### src/rtl/noc_output_arbiter.sv
// noc_output_arbiter: per-output scheduler for the wormhole router.
// Round-robin between packets, locked to one input from head to tail,
// gated by a downstream credit counter. Turn-disable applies only when
// choosing a new packet.

// One requesting input: eligibility and final grant gating.
module noc_oarb_lane (
  input  logic req,
  input  logic dis,
  input  logic sel,
  input  logic cr_ok,
  input  logic blk,
  output logic elig,
  output logic grant
);
  // An input may win a new packet only if the turn to this output is allowed.
  // The grant needs the selector, a live request, a credit, and no reset.
  always_comb begin
    elig  = req & ~dis;
    grant = sel & req & cr_ok & ~blk;
  end
endmodule

module noc_output_arbiter #(
  parameter int NUM_INPUTS   = 5,
  parameter int CREDIT_COUNT = 4,
  parameter int IDX_WIDTH    = $clog2(NUM_INPUTS),
  parameter int CNT_WIDTH    = $clog2(CREDIT_COUNT + 1)
) (
  input  logic                  clk_noc,
  input  logic                  rst_noc_sync,
  input  logic [NUM_INPUTS-1:0] req,
  input  logic [NUM_INPUTS-1:0] req_is_tail,
  input  logic [NUM_INPUTS-1:0] disable_in,
  input  logic                  credit_in,
  output logic [NUM_INPUTS-1:0] grant,
  output logic                  send_out,
  output logic                  is_tail_out,
  output logic                  locked,
  output logic [IDX_WIDTH-1:0]  owner,
  output logic [CNT_WIDTH-1:0]  credits,
  output logic                  overflow_err
);

  localparam logic [0:0] ST_IDLE   = 1'b0;
  localparam logic [0:0] ST_LOCKED = 1'b1;

  localparam logic [IDX_WIDTH-1:0] LAST_IDX = IDX_WIDTH'(NUM_INPUTS - 1);
  localparam logic [CNT_WIDTH-1:0] CR_MAX   = CNT_WIDTH'(CREDIT_COUNT);

  logic [0:0]           state_q,    state_d;
  logic [IDX_WIDTH-1:0] rr_ptr_q,   rr_ptr_d;
  logic [IDX_WIDTH-1:0] owner_q,    owner_d;
  logic [CNT_WIDTH-1:0] credits_q,  credits_d;
  logic                 overflow_q, overflow_d;

  logic [NUM_INPUTS-1:0] elig;
  logic [NUM_INPUTS-1:0] sel;
  logic [NUM_INPUTS-1:0] gnt;
  logic [NUM_INPUTS-1:0] owner_oh;
  logic [NUM_INPUTS-1:0] win_oh;
  logic [IDX_WIDTH-1:0]  win_idx;
  logic                  win_vld;
  logic                  cr_ok;
  logic                  send;
  logic                  gnt_tail;

  function automatic logic [IDX_WIDTH-1:0] idx_inc(input logic [IDX_WIDTH-1:0] x);
    return (x == LAST_IDX) ? '0 : x + 1'b1;
  endfunction

  assign cr_ok = (credits_q != '0);

  // Round-robin search: first eligible index at or above rr_ptr, wrapping.
  always_comb begin
    logic [IDX_WIDTH-1:0] p;
    p       = rr_ptr_q;
    win_vld = 1'b0;
    win_idx = '0;
    for (int k = 0; k < NUM_INPUTS; k++) begin
      if (!win_vld && elig[p]) begin
        win_vld = 1'b1;
        win_idx = p;
      end
      p = idx_inc(p);
    end
  end

  // One-hot decodes of the search winner and the locked owner.
  always_comb begin
    win_oh   = '0;
    owner_oh = '0;
    for (int i = 0; i < NUM_INPUTS; i++) begin
      win_oh[i]   = win_vld && (win_idx == IDX_WIDTH'(i));
      owner_oh[i] = (owner_q == IDX_WIDTH'(i));
    end
  end

  // Mid-packet only the owner may go; otherwise the arbitration winner.
  always_comb begin
    sel = (state_q == ST_LOCKED) ? owner_oh : win_oh;
  end

  genvar gi;
  generate
    for (gi = 0; gi < NUM_INPUTS; gi++) begin : g_lane
      noc_oarb_lane u_lane (
        .req   (req[gi]),
        .dis   (disable_in[gi]),
        .sel   (sel[gi]),
        .cr_ok (cr_ok),
        .blk   (rst_noc_sync),
        .elig  (elig[gi]),
        .grant (gnt[gi])
      );
    end
  endgenerate

  // Combinational outputs for the flit leaving this cycle.
  always_comb begin
    send     = |gnt;
    gnt_tail = |(gnt & req_is_tail);
  end

  // Packet FSM and round-robin pointer update.
  always_comb begin
    state_d  = state_q;
    rr_ptr_d = rr_ptr_q;
    owner_d  = owner_q;
    if (state_q == ST_IDLE) begin
      if (send) begin
        if (gnt_tail) begin
          rr_ptr_d = idx_inc(win_idx);
        end else begin
          state_d = ST_LOCKED;
          owner_d = win_idx;
        end
      end
    end else begin
      if (send && gnt_tail) begin
        state_d  = ST_IDLE;
        rr_ptr_d = idx_inc(owner_q);
      end
    end
  end

  // Credit counter: a send consumes a slot, credit_in returns one; a return
  // with the counter already full is dropped and flagged stickily.
  always_comb begin
    credits_d  = credits_q;
    overflow_d = overflow_q;
    case ({send, credit_in})
      2'b10: credits_d = credits_q - 1'b1;
      2'b01: begin
        if (credits_q == CR_MAX) overflow_d = 1'b1;
        else                     credits_d  = credits_q + 1'b1;
      end
      default: credits_d = credits_q;
    endcase
  end

  // State registers with synchronous reset.
  always_ff @(posedge clk_noc) begin
    if (rst_noc_sync) begin
      state_q    <= ST_IDLE;
      rr_ptr_q   <= '0;
      owner_q    <= '0;
      credits_q  <= CR_MAX;
      overflow_q <= 1'b0;
    end else begin
      state_q    <= state_d;
      rr_ptr_q   <= rr_ptr_d;
      owner_q    <= owner_d;
      credits_q  <= credits_d;
      overflow_q <= overflow_d;
    end
  end

  assign grant        = gnt;
  assign send_out     = send;
  assign is_tail_out  = gnt_tail;
  assign locked       = (state_q == ST_LOCKED);
  assign owner        = owner_q;
  assign credits      = credits_q;
  assign overflow_err = overflow_q;

  a_onehot : assert property (@(posedge clk_noc) disable iff (rst_noc_sync)
    $onehot0(gnt));
  a_subreq : assert property (@(posedge clk_noc) disable iff (rst_noc_sync)
    (gnt & ~req) == '0);
  a_crmax  : assert property (@(posedge clk_noc) disable iff (rst_noc_sync)
    credits_q <= CR_MAX);
  a_owner  : assert property (@(posedge clk_noc) disable iff (rst_noc_sync)
    (state_q == ST_LOCKED) |-> ((gnt & ~owner_oh) == '0));

endmodule
### config.mk
export PLATFORM = sky130hd
export DESIGN_NAME = noc_output_arbiter
export DESIGN_NICKNAME = d
export VERILOG_FILES = /design/src/rtl/noc_output_arbiter.sv
export SDC_FILE = /design/constraint.sdc
export NUM_CORES = 1
export LEC_CHECK = 0
export CAP_MARGIN = 20
export CORE_MARGIN = 2
export CORE_UTILIZATION = 54
export CTS_BUF_LIST = sky130_fd_sc_hd__clkbuf_8 sky130_fd_sc_hd__clkbuf_16
export DETAILED_ROUTE_END_ITERATION = 8
export PLACE_DENSITY = 0.81
export SLEW_MARGIN = 20
export SYNTH_ARGS = -nofsm -noshare
export SYNTH_HDL_FRONTEND = slang
export SYNTH_SLANG_ARGS = --single-unit
### constraint.sdc
create_clock -name clk_noc -period 7.8 [get_ports clk_noc]
set_input_delay 1.56 -clock clk_noc [delete_from_list [all_inputs] [get_ports clk_noc]]
set_output_delay 1.56 -clock clk_noc [all_outputs]
set_load 0.005 [all_outputs]
==> ds_physical_params.txt, run 1 <==
Characteristics after synthesis and place and route

Parameter                              Value

Placed design
  Total placed cells including tap cells    about 320
  Placed inst area    0.00230 mm²
  Pre-CTS setup slack    0.245 ns
  Count of input and output buffers    32
  DP Wirelength    4200 µm

Finish
  Sequential cells    11
  Largest cell class by area    multi-input combinational cells
  Total inserted antenna cells    0
  Buffering overhead    0.171
  Non-clock buffer total of the final layout    44
  Fraction of area in registers    0.0909
  Footprint of the multi-input gates    ~0.0016 mm²
  Multi-input gates    207
  Final nets    322
  Number of logic inverters in the finished layout    19
  Final standard cell utilization of the core    0.715
  Fraction of final layout cells sized beyond drive strength 1    0.130
  Combinational fraction of the cell area    0.666
  # fillers    256
  Final instance area    roughly 0.0024 mm²
  Area used by sequential logic in the layout    220 µm²
  Most frequent cells in the layout    clkdlybuf4s50_1 (30), nor2_1 (20), inv_1 (16)
  Relative area change from synthesis to final layout    25.5%
  Number of standard cells in the layout, taps in and fillers out    331
  Final-layout clock buffer total    3

Global route
  Vias in the first global route    between 1,500 and 2,000
  Wire length of the first global-routing pass    8920 µm
  Initial antenna violation count    0
  GRT Overall Usage    0.269
  Largest net degree at the start of global routing    20
  Met1 track demand over resource in global routing    0.370
  Global routing met2 resource utilization    0.434
  Met3 usage in global routing    0.0335

CTS
  # H-tree levels    1
  # clock sinks    11
  Clock tree from TritonCTS    yes
  Cell at the root of the clock tree    clkbuf_8
  Post-CTS setup repair buffer count    0
  Worst-Skew Late Latency    0.23 ns
  Clock edge transition at the registers on the reported setup and hold paths    0.05 ns
  Hold bufs inserted after CTS    0

Timing
  Least-Margin Pin Slew    0.585 ns
  Crit path setup slack, layout    0.241 ns
  Final setup violation count    0
  Sum Neg Setup Slack    0 ns
  Largest clock skew in the final design    0.000704 ns
  Smallest hold slack    roughly 0.49 ns
  Final Slew Violations    0
  Number of hold-slack violations in the final timing report    0
  Final period util    0.969
  Worst slew slack as a fraction of its limit    0.608
  Minimum period implied by the final worst setup slack    7.56 ns

Critical path
  Type of the worst setup path    primary input to output pin
  Crit. End Element    output pin
  Top fanout value on the critical path    4
  RR Startpoint    rr_ptr_q[1]$_SDFFE_PP0P_
  Reg-to-Reg End    credits[2]$_SDFFE_PP1P_
  Path depth of the worst reg2reg path    31
  Setup slack of the worst register-to-register path    ~1.3 ns

Die
  X dimension of the die    roughly 64 µm
  Row cnt    21
  Chip area    approximately 0.0041 mm²
  Number of placed I/O pins    33
  Effective utilization at floorplan    0.570
  Placeable core region    approximately 0.0034 mm²

Yosys
  Main flop type after synthesis    dfxtp_1
  Syn_area_per_cell    approximately 7.7 µm²
  Post-synth net total    287
  Yosys Instances    251
  Share of async-settable or async-resettable flops after synthesis    0
  Distinct lib cells    between 60 and 70
  Share of the yosys chip area belonging to registers    0.114
  Number of synthesized register bits    11
  Cell type with the largest total area after synthesis    dfxtp_1
  Leading cell types by total area after synthesis    dfxtp_1 (11%), ha_1 (11%), mux2i_1 (6.2%)
  Count of library flops with an enable pin    0
  Cell count after synthesis    251
  Top-area cell share    0.114
  Netlist area before placement    0.00193 mm²
  Synth top cells by count    nor2_1 (20), ha_1 (17), inv_1 (17)
  Most instantiated library cell after synthesis    nor2_1
  Yosys warning count    0

Detailed routing
  Tally of nets with antenna violations remaining after routing    0
  Met2 layer wire length in the routed design    2540 µm
  Final WL    5390 µm
  Top routing layer in use    met4
  Via-per-instance ratio    6.32
  Residual DRC    0
  Routed metal-1 wirelength    between 2000 and 2500 µm
  Routed met3 length    364 µm

Flow run
  OpenROAD warning count    36

Hold path
  Critical hold path startpoint    overflow_err$_SDFFE_PP0P_
  Class of the tightest hold or removal check    flop to flop
  Depth of the worst hold-timing path    2

Outcome
  Run status    finished clean
[run 1: worst max-delay path, stage by stage]
cell             delay, ns
clkdlybuf4s50_1       0.48
and3b_1               0.18
o211ai_1              0.26
o31ai_2               0.15
or3b_1                0.45
or2_1                 0.26
or3_1                 0.31
mux2i_1               0.12
a21boi_0              0.14
ha_1                  0.22
ha_1                  0.17
mux2_2                0.25
and3_1                0.19
o31a_1                0.12
a221o_1               0.36
a211oi_2              0.22
inv_1                 0.10
clkdlybuf4s50_1       0.45
[run 1: cells by family after synthesis]
group	synth area share
AOI/OAI and AO/OA	0.285
adders and majority gates	0.121
buffers and inverters	0.0752
DFF	0.114
muxes	0.0946
and+or+nand+nor	0.311
Run 1, the metal 3 layer:
Scale bar: 20 µm. Cells faint in the background.
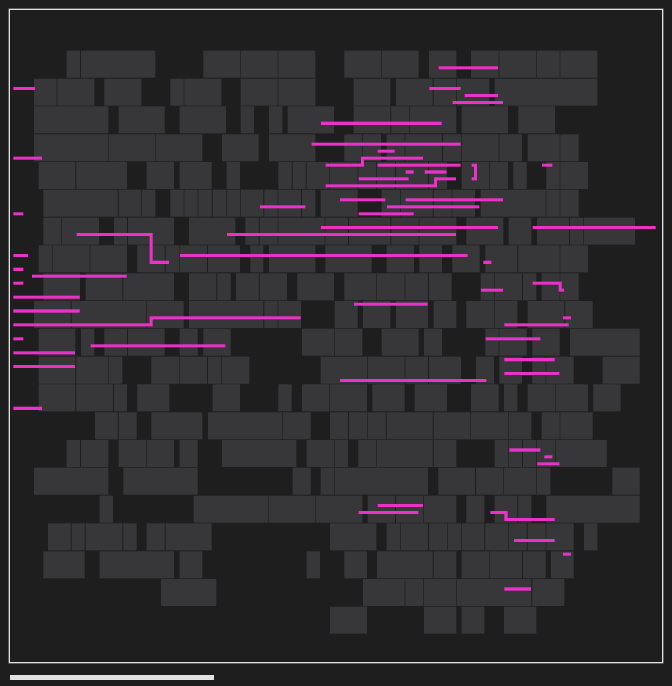
nets with wire on the layer = 51
share of all routed wire = 6.8%
main direction = horizontal
wire length on this layer = 364 µm

Run 1, the metal 2 layer:
Cells faint in the background.
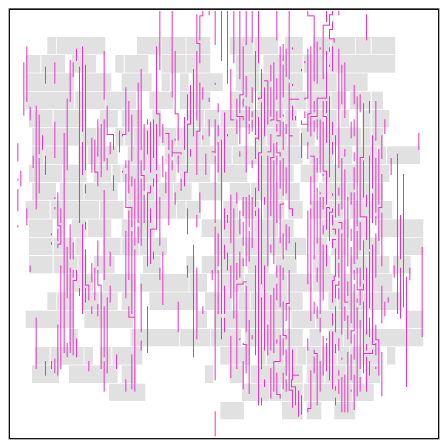
share of all routed wire = 47%
wire length on this layer = 2,540 µm
longest straight run = 32.6 µm
nets with wire on the layer = 275
main direction = vertical

Run 1, clock network drawn from the DEF:
Scale bar: 20 µm.
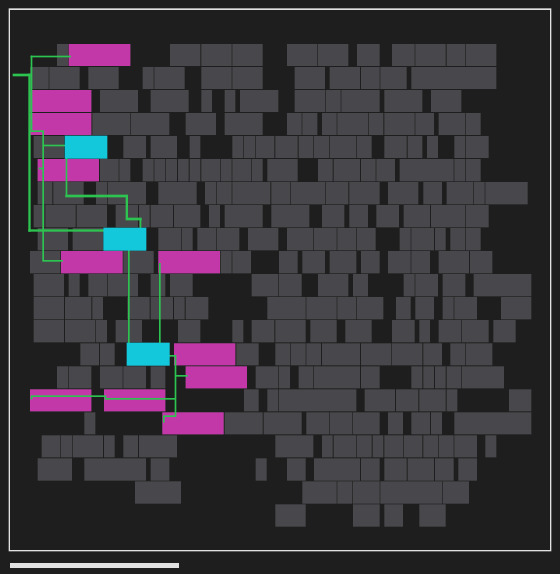
magenta -> flip-flops  # count 11
cyan -> cells driving clock nets  # count 3
green -> clock wires  # length 143 µm
routed clock nets = 4

Run 1, routed metal, one colour a layer:
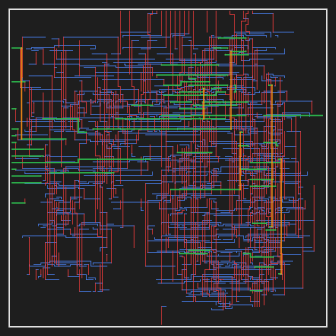

--- run 2 (diff from run 1) ---
- PLACE_DENSITY: 0.81 -> unset
- PLACE_DENSITY_LB_ADDON: unset -> 0.2
Run 2, routed metal, one colour a layer:
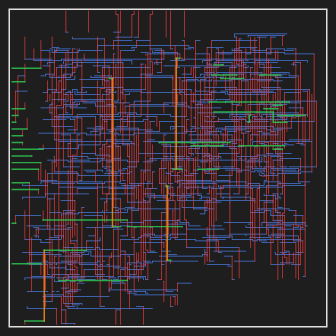
green -> met3  # wire length 213 µm
blue -> met1  # wire length 2,380 µm
orange -> met4  # wire length 81.6 µm
red -> met2  # wire length 2,680 µm

==> run 2 against run 1 <==
- synthesized cell count did not move
- clock skew about the same
- highest routed layer unchanged
- largest cell class unchanged
- count of clock-buffer cells in the layout is the same
- sequential share of layout area up 0.15 points
==> ds_physical_params.txt, run 2 <==
Characteristics after synthesis and place and route

Parameter                              Value

Outcome
  Run status    finished clean

Timing
  Smallest hold slack    0.487 ns (+0.00211 ns)
  Final setup violation count    0 (unchanged)
  Final Slew Violations    0 (unchanged)
  Crit path setup slack, layout    0.252 ns (+0.0115 ns)
  Number of hold-slack violations in the final timing report    0 (unchanged)
  Largest clock skew in the final design    0.000426 ns (-0.000278 ns)
  Least-Margin Pin Slew    0.553 ns (-0.0323 ns)
  Final period util    0.968 (-0.00148)
  Sum Neg Setup Slack    0 ns (unchanged)
  RSZ-0062 raised after global routing    no
  Minimum period implied by the final worst setup slack    7.55 ns (-0.0115 ns)
  Worst slew slack as a fraction of its limit    0.629 (+0.0217)

Finish
  Combinational fraction of the cell area    0.667 (+0.00103)
  Final standard cell utilization of the core    0.707 (-0.00775)
  Final-layout clock buffer total    3 (unchanged)
  # fillers    290 (+13%)
  Number of logic inverters in the finished layout    19 (unchanged)
  Fraction of area in registers    0.0924 (+0.00152)
  Top logic cell by instance count in the layout    clkdlybuf4s50_1
  Final instance area    0.00240 mm² (-1.1%)
  Non-clock buffer total of the final layout    43 (-2.3%)
  Multi-input gates    207 (unchanged)
  Final nets    321 (-0.31%)
  Total inserted antenna cells    0 (unchanged)
  Most frequent cells in the layout    clkdlybuf4s50_1 (32), nor2_1 (20), inv_1 (17)
  Sequential cells    11 (unchanged)
  Footprint of the multi-input gates    0.00160 mm² (-0.93%)
  Area used by sequential logic in the layout    221 µm² (+0.57%)
  Relative area change from synthesis to final layout    24.2%
  Number of standard cells in the layout, taps in and fillers out    330 (-0.30%)
  Fraction of final layout cells sized beyond drive strength 1    0.127 (-0.00306)
  Largest cell class by area    multi-input combinational cells
  Buffering overhead    0.168 (-0.00334)

Yosys
  Cell type with the largest total area after synthesis    dfxtp_1
  Post-synth net total    287 (unchanged)
  Basic-gate share of the synthesized area counting and, or, nand and nor cells    0.311 (unchanged)
  Cell count after synthesis    251 (unchanged)
  Share of the yosys chip area belonging to registers    0.114 (unchanged)
  Yosys xor share    0 (unchanged)
  Top-area cell share    0.114 (unchanged)
  Main logic family    simple AND/OR/NAND/NOR gates
  Compound-gate portion of the synthesized area    0.285 (unchanged)
  Most instantiated library cell after synthesis    nor2_1
  Leading cell types by total area after synthesis    dfxtp_1 (11%), ha_1 (11%), mux2i_1 (6.2%)
  Count of library flops with an enable pin    0 (unchanged)
  Syn_area_per_cell    7.69 µm² (unchanged)
  Share of async-settable or async-resettable flops after synthesis    0 (unchanged)
  Number of synthesized register bits    11 (unchanged)
  Yosys warning count    0 (unchanged)
  Synth top cells by count    nor2_1 (20), ha_1 (17), inv_1 (17)
  Distinct lib cells    65 (unchanged)
  Yosys Instances    251 (unchanged)
  Arithmetic-cell share of the synthesized area counting full adders, half adders and majority gates    0.121 (unchanged)
  Main flop type after synthesis    dfxtp_1
  Area fraction in mux cells    0.0946 (unchanged)
  Netlist area before placement    0.00193 mm² (unchanged)

Detailed routing
  Final WL    5350 µm (-0.71%)
  Met2 layer wire length in the routed design    2680 µm (+5.2%)
  Via-per-instance ratio    6.10 (-3.6%)
  Routed met3 length    212 µm (-42%)
  Residual DRC    0 (unchanged)
  DRC violation total after the first TritonRoute iteration    134
  Top routing layer in use    met4
  Routed metal-1 wirelength    2380 µm (+0.13%)
  Tally of nets with antenna violations remaining after routing    0 (unchanged)
  Average wire per standard cell    roughly 16 µm
  Router iterations before antenna repair    4

CTS
  Cell at the root of the clock tree    clkbuf_8
  # H-tree levels    1 (unchanged)
  Resize count post-CTS    1
  Hold bufs inserted after CTS    0 (unchanged)
  Worst-Skew Late Latency    0.23 ns (about the same)
  # clock sinks    11 (unchanged)
  Clock tree from TritonCTS    yes
  Post-CTS setup repair buffer count    1 (+1)
  Clock edge transition at the registers on the reported setup and hold paths    0.05 ns (about the same)

Critical path
  Type of the worst setup path    primary input to output pin
  Critical path's largest stage delay    0.48 ns (about the same)
  List of cells traversed by the critical path    clkdlybuf4s50_1, and3b_1, o211ai_1, o31ai_1, or3b_4, or2_4, or3_1, mux2i_1, a21boi_0, ha_1, ha_1, mux2_2, and3_1, o31a_1, a221o_1, a211oi_2, inv_1, clkdlybuf4s50_1
  Category of cells accounting for the largest share of critical-path delay    simple AND/OR/NAND/NOR gates
  RR Startpoint    rr_ptr_q[1]$_SDFFE_PP0P_
  Path depth of the worst reg2reg path    29 (-6.5%)
  Crit. End Element    output pin
  Reg-to-Reg End    credits[1]$_SDFFE_PP0P_
  Setup slack of the worst register-to-register path    1.35 ns (+0.03 ns)
  Top fanout value on the critical path    6 (+2)
  Critical Path Slowest Stage Cell    clkdlybuf4s50_1
  Crit path buf inv count    3 (unchanged)

Placed design
  Placer Congestion    roughly 0.88
  Total placed cells including tap cells    325 (+0.31%)
  Pre-CTS setup slack    0.166 ns (-0.0796 ns)
  Placed inst area    0.00231 mm² (+0.33%)
  Count of input and output buffers    32 (unchanged)
  DP Wirelength    4120 µm (-1.8%)

Hold path
  Class of the tightest hold or removal check    flop to flop
  Critical hold path startpoint    overflow_err$_SDFFE_PP0P_
  Depth of the worst hold-timing path    2 (unchanged)
  Endpoint with the worst hold slack    overflow_err$_SDFFE_PP0P_

Global route
  Vias in the first global route    1,957 (+2.2%)
  GRT Overall Usage    0.266 (-0.00215)
  Overflow after GRT    0
  Largest net degree at the start of global routing    20 (unchanged)
  Initial antenna violation count    0 (unchanged)
  Met3 usage in global routing    0.0335 (unchanged)
  Global routing met2 resource utilization    0.487 (+0.0534)
  Met1 track demand over resource in global routing    0.330 (-0.0402)
  Most used routing layer in global routing    met2
  Wire length of the first global-routing pass    8850 µm (-0.85%)

Die
  Row cnt    21 (unchanged)
  Effective utilization at floorplan    0.570 (unchanged)
  Placeable core region    0.00339 mm² (unchanged)
  X dimension of the die    63.8 µm (unchanged)
  Chip area    0.00407 mm² (unchanged)
  Die Y-Extent    63.8 µm
  Number of placed I/O pins    33 (unchanged)
  Well tap count    46

Flow run
  OpenROAD warning count    36 (unchanged)
  # Max-Cap Violations    0
run 2: worst max-delay path by stage:
stage	cells past startpoint	slack [ns]	end	startpoint
3_3_place_gp	18	0.29	is_tail_out	disable_in[3]
3_5_place_dp	18	0.17	is_tail_out	disable_in[3]
2_1_floorplan	26	0.48	is_tail_out	rr_ptr_q[0]$_SDFFE_PP0P_
4_1_cts	25	0.008	is_tail_out	rr_ptr_q[1]$_SDFFE_PP0P_
5_1_grt	25	0.006	send_out	rr_ptr_q[1]$_SDFFE_PP0P_
6_report	18	0.25	is_tail_out	disable_in[3]
run 2: tightest hold or removal path, stage by stage (launching register included):
cell and delay, ns:
dfxtp_1 0.33, a41oi_1 0.05, nor2_1 0.08
Run 2, clock network drawn from the DEF:
Scale bar: 20 µm.
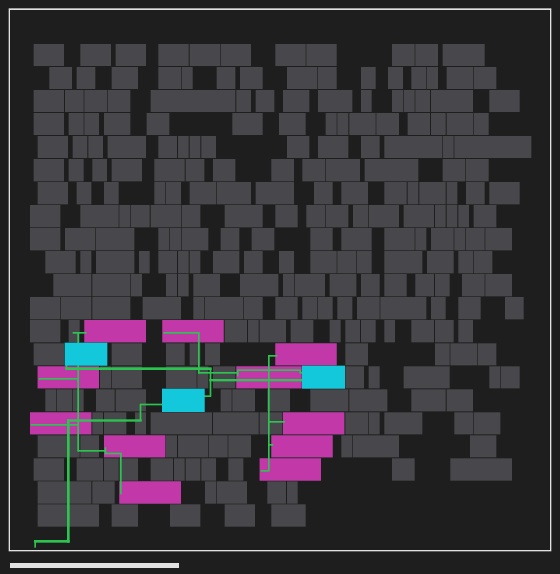

--- run 3 (diff from run 2) ---
- CORE_UTILIZATION: 54 -> 35
Run 3, clock network drawn from the DEF:
Scale bar: 20 µm.
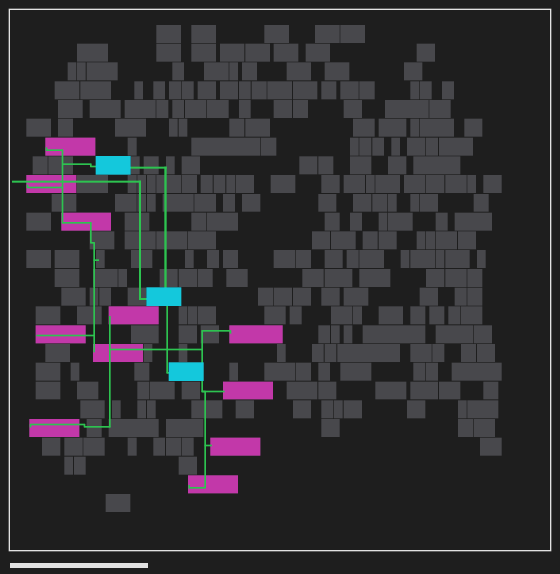
Worst-Skew Late Latency: 0.24 ns
largest clock skew in the final design: 0.00325 ns

==> run 3 against run 2 <==
- synthesized area did not move
- worst setup slack got worse by 0.12 ns
- clock skew up 0.0028 ns
- wire length is 5.9% higher
- sequential share of layout area down 0.31 points
- critical path type unchanged
- flip-flop count unchanged
==> ds_physical_params.txt, run 3 <==
Characteristics after synthesis and place and route

Parameter                              Value

Finish
  Final nets    325 (+1.2%)
  Number of logic inverters in the finished layout    19 (unchanged)
  Final standard cell utilization of the core    0.459 (-0.248)
  Multi-input gates    207 (unchanged)
  Fraction of area in registers    0.0893 (-0.00312)
  # fillers    566 (+95%)
  Top logic cell by instance count in the layout    clkdlybuf4s50_1
  Combinational fraction of the cell area    0.653 (-0.0140)
  Final-layout clock buffer total    3 (unchanged)
  Most frequent cells in the layout    clkdlybuf4s50_1 (32), nor2_1 (20), inv_1 (16)
  Buffering overhead    0.174 (+0.00642)
  Final instance area    0.00248 mm² (+3.5%)
  Relative area change from synthesis to final layout    28.5%
  Total inserted antenna cells    0 (unchanged)
  Footprint of the multi-input gates    0.00162 mm² (+1.3%)
  Number of standard cells in the layout, taps in and fillers out    360 (+9.1%)
  Non-clock buffer total of the final layout    47 (+9.3%)
  Largest cell class by area    multi-input combinational cells
  Sequential cells    11 (unchanged)
  Fraction of final layout cells sized beyond drive strength 1    0.149 (+0.0225)
  Area used by sequential logic in the layout    221 µm² (unchanged)

Placed design
  Count of input and output buffers    32 (unchanged)
  Placed inst area    0.00234 mm² (+1.4%)
  Placer Congestion    0.843 (-4.3%)
  DP Wirelength    4410 µm (+7.1%)
  Pre-CTS setup slack    0.167 ns (+0.00134 ns)
  Total placed cells including tap cells    351 (+8.0%)

Detailed routing
  Tally of nets with antenna violations remaining after routing    0 (unchanged)
  Routed metal-1 wirelength    2670 µm (+12%)
  Average wire per standard cell    15.7 µm (-3.0%)
  Final WL    5660 µm (+5.9%)
  DRC violation total after the first TritonRoute iteration    88 (-34%)
  Residual DRC    0 (unchanged)
  Routed met3 length    192 µm (-9.4%)
  Router iterations before antenna repair    4 (unchanged)
  Met2 layer wire length in the routed design    2740 µm (+2.3%)
  Via-per-instance ratio    5.77 (-5.3%)
  DR vias    2,078
  Top routing layer in use    met4

Hold path
  Class of the tightest hold or removal check    flop to flop

Yosys
  Count of library flops with an enable pin    0 (unchanged)
  Yosys xor share    0 (unchanged)
  Area fraction in mux cells    0.0946 (unchanged)
  Synth top cells by count    nor2_1 (20), ha_1 (17), inv_1 (17)
  Leading cell types by total area after synthesis    dfxtp_1 (11%), ha_1 (11%), mux2i_1 (6.2%)
  Most instantiated library cell after synthesis    nor2_1
  Syn_area_per_cell    7.69 µm² (unchanged)
  Basic-gate share of the synthesized area counting and, or, nand and nor cells    0.311 (unchanged)
  Main logic family    simple AND/OR/NAND/NOR gates
  Top-area cell share    0.114 (unchanged)
  Distinct lib cells    65 (unchanged)
  Yosys Instances    251 (unchanged)
  Compound-gate portion of the synthesized area    0.285 (unchanged)
  Yosys warning count    0 (unchanged)
  Number of synthesized register bits    11 (unchanged)
  Main flop type after synthesis    dfxtp_1
  Netlist area before placement    0.00193 mm² (unchanged)
  Share of async-settable or async-resettable flops after synthesis    0 (unchanged)
  Share of the yosys chip area belonging to registers    0.114 (unchanged)
  Cell type with the largest total area after synthesis    dfxtp_1
  Arithmetic-cell share of the synthesized area counting full adders, half adders and majority gates    0.121 (unchanged)
  Cell count after synthesis    251 (unchanged)
  Post-synth net total    287 (unchanged)

Flow run
  OpenROAD warning count    36 (unchanged)
  # Max-Cap Violations    0 (unchanged)

Timing
  Number of hold-slack violations in the final timing report    0 (unchanged)
  Least-Margin Pin Slew    0.590 ns (+0.0372 ns)
  Worst slew slack as a fraction of its limit    0.604 (-0.0250)
  Final Slew Violations    0 (unchanged)
  Final period util    0.983 (+0.0156)
  Smallest hold slack    0.488 ns (+0.000709 ns)
  Final setup violation count    0 (unchanged)
  Crit path setup slack, layout    0.130 ns (-0.122 ns)
  Sum Neg Setup Slack    0 ns (unchanged)
  Minimum period implied by the final worst setup slack    7.67 ns (+0.122 ns)

Critical path
  Crit path buf inv count    3 (unchanged)
  Sort of element at the start of the critical path    primary input
  List of cells traversed by the critical path    clkdlybuf4s50_1, and3b_1, o211ai_1, o31ai_2, or3b_4, or2_4, or3_1, mux2i_1, a21boi_0, ha_1, ha_1, mux2_2, and3_1, o31a_1, a221o_1, a211oi_2, inv_1, clkdlybuf4s50_1
  Category of cells accounting for the largest share of critical-path delay    simple AND/OR/NAND/NOR gates
  Data required time at the worst endpoint    6.24 ns
  Critical path's largest stage delay    0.50 ns (+0.02 ns)
  Type of the worst setup path    primary input to output pin
  Critical Path Slowest Stage Cell    clkdlybuf4s50_1
  Top fanout value on the critical path    6 (unchanged)
  Crit. End Element    output pin

Die
  Row cnt    27 (+29%)
  X dimension of the die    78.3 µm (+23%)
  Number of placed I/O pins    33 (unchanged)
  Die Y-Extent    78.3 µm (+23%)
  Well tap count    72 (+57%)
  Placeable core region    0.00541 mm² (+59%)
  Effective utilization at floorplan    0.357 (-0.212)
  Chip area    0.00613 mm² (+51%)

Global route
  Global routing met2 resource utilization    0.295 (-0.192)
  Largest net degree at the start of global routing    20 (unchanged)
  Vias in the first global route    1,868 (-4.5%)
  Wire length of the first global-routing pass    8910 µm (+0.78%)
  Most used routing layer in global routing    met2
  Initial antenna violation count    0 (unchanged)
  Met3 usage in global routing    0.0172 (-0.0162)
  Overflow after GRT    0 (unchanged)
  GRT Overall Usage    0.178 (-0.0884)
  Met1 track demand over resource in global routing    0.244 (-0.0855)

CTS
  Clock edge transition at the registers on the reported setup and hold paths    0.05 ns (about the same)
  # H-tree levels    1 (unchanged)
  Hold bufs inserted after CTS    0 (unchanged)
  # clock sinks    11 (unchanged)
  Cell at the root of the clock tree    clkbuf_8
  Inserted Clock Buffers    3
  Maximum root-to-sink buffer count    2
  Clock tree from TritonCTS    yes

Outcome
  Run status    finished clean
-- run 3: timing repair --
item	in CTS	in global routing
pin swaps	0	2
resized	2	12
setup endpoints to repair	1	3
buffers inserted	1	4
-- run 3: path summary, 6_finish.rpt --
kind	start	end	slack, ns	depth (start not counted)
worst max-delay path	disable_in[3]	is_tail_out	0.13	18
worst min-delay path	overflow_err$_SDFFE_PP0P_	overflow_err$_SDFFE_PP0P_	0.49	2
worst max register to register	rr_ptr_q[1]$_SDFFE_PP0P_	credits[2]$_SDFFE_PP1P_	1.42	29
worst min register to register	overflow_err$_SDFFE_PP0P_	overflow_err$_SDFFE_PP0P_	0.49	2
-- run 3: tightest hold or removal path, cell delays in order (launching register included) --
cell,delay (ns)
dfxtp_1,0.33
a41oi_1,0.04
nor2_1,0.08

## Gallery

Track usage over the die.
(a)
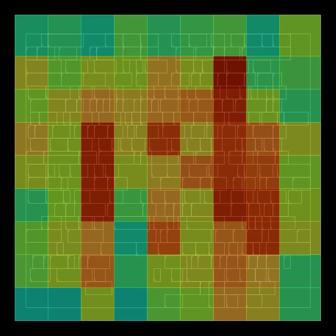
(b)
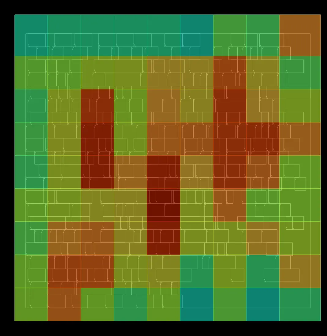
(c)
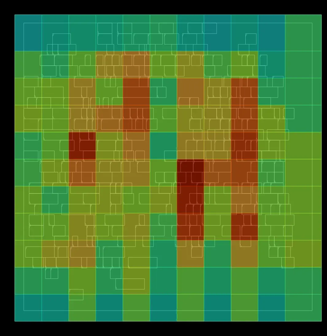
- run 3 = (c)
- run 1 = (a)
- run 2 = (b)
Of these, lowest track usage: (c)
Of these, lowest utilization: (c)

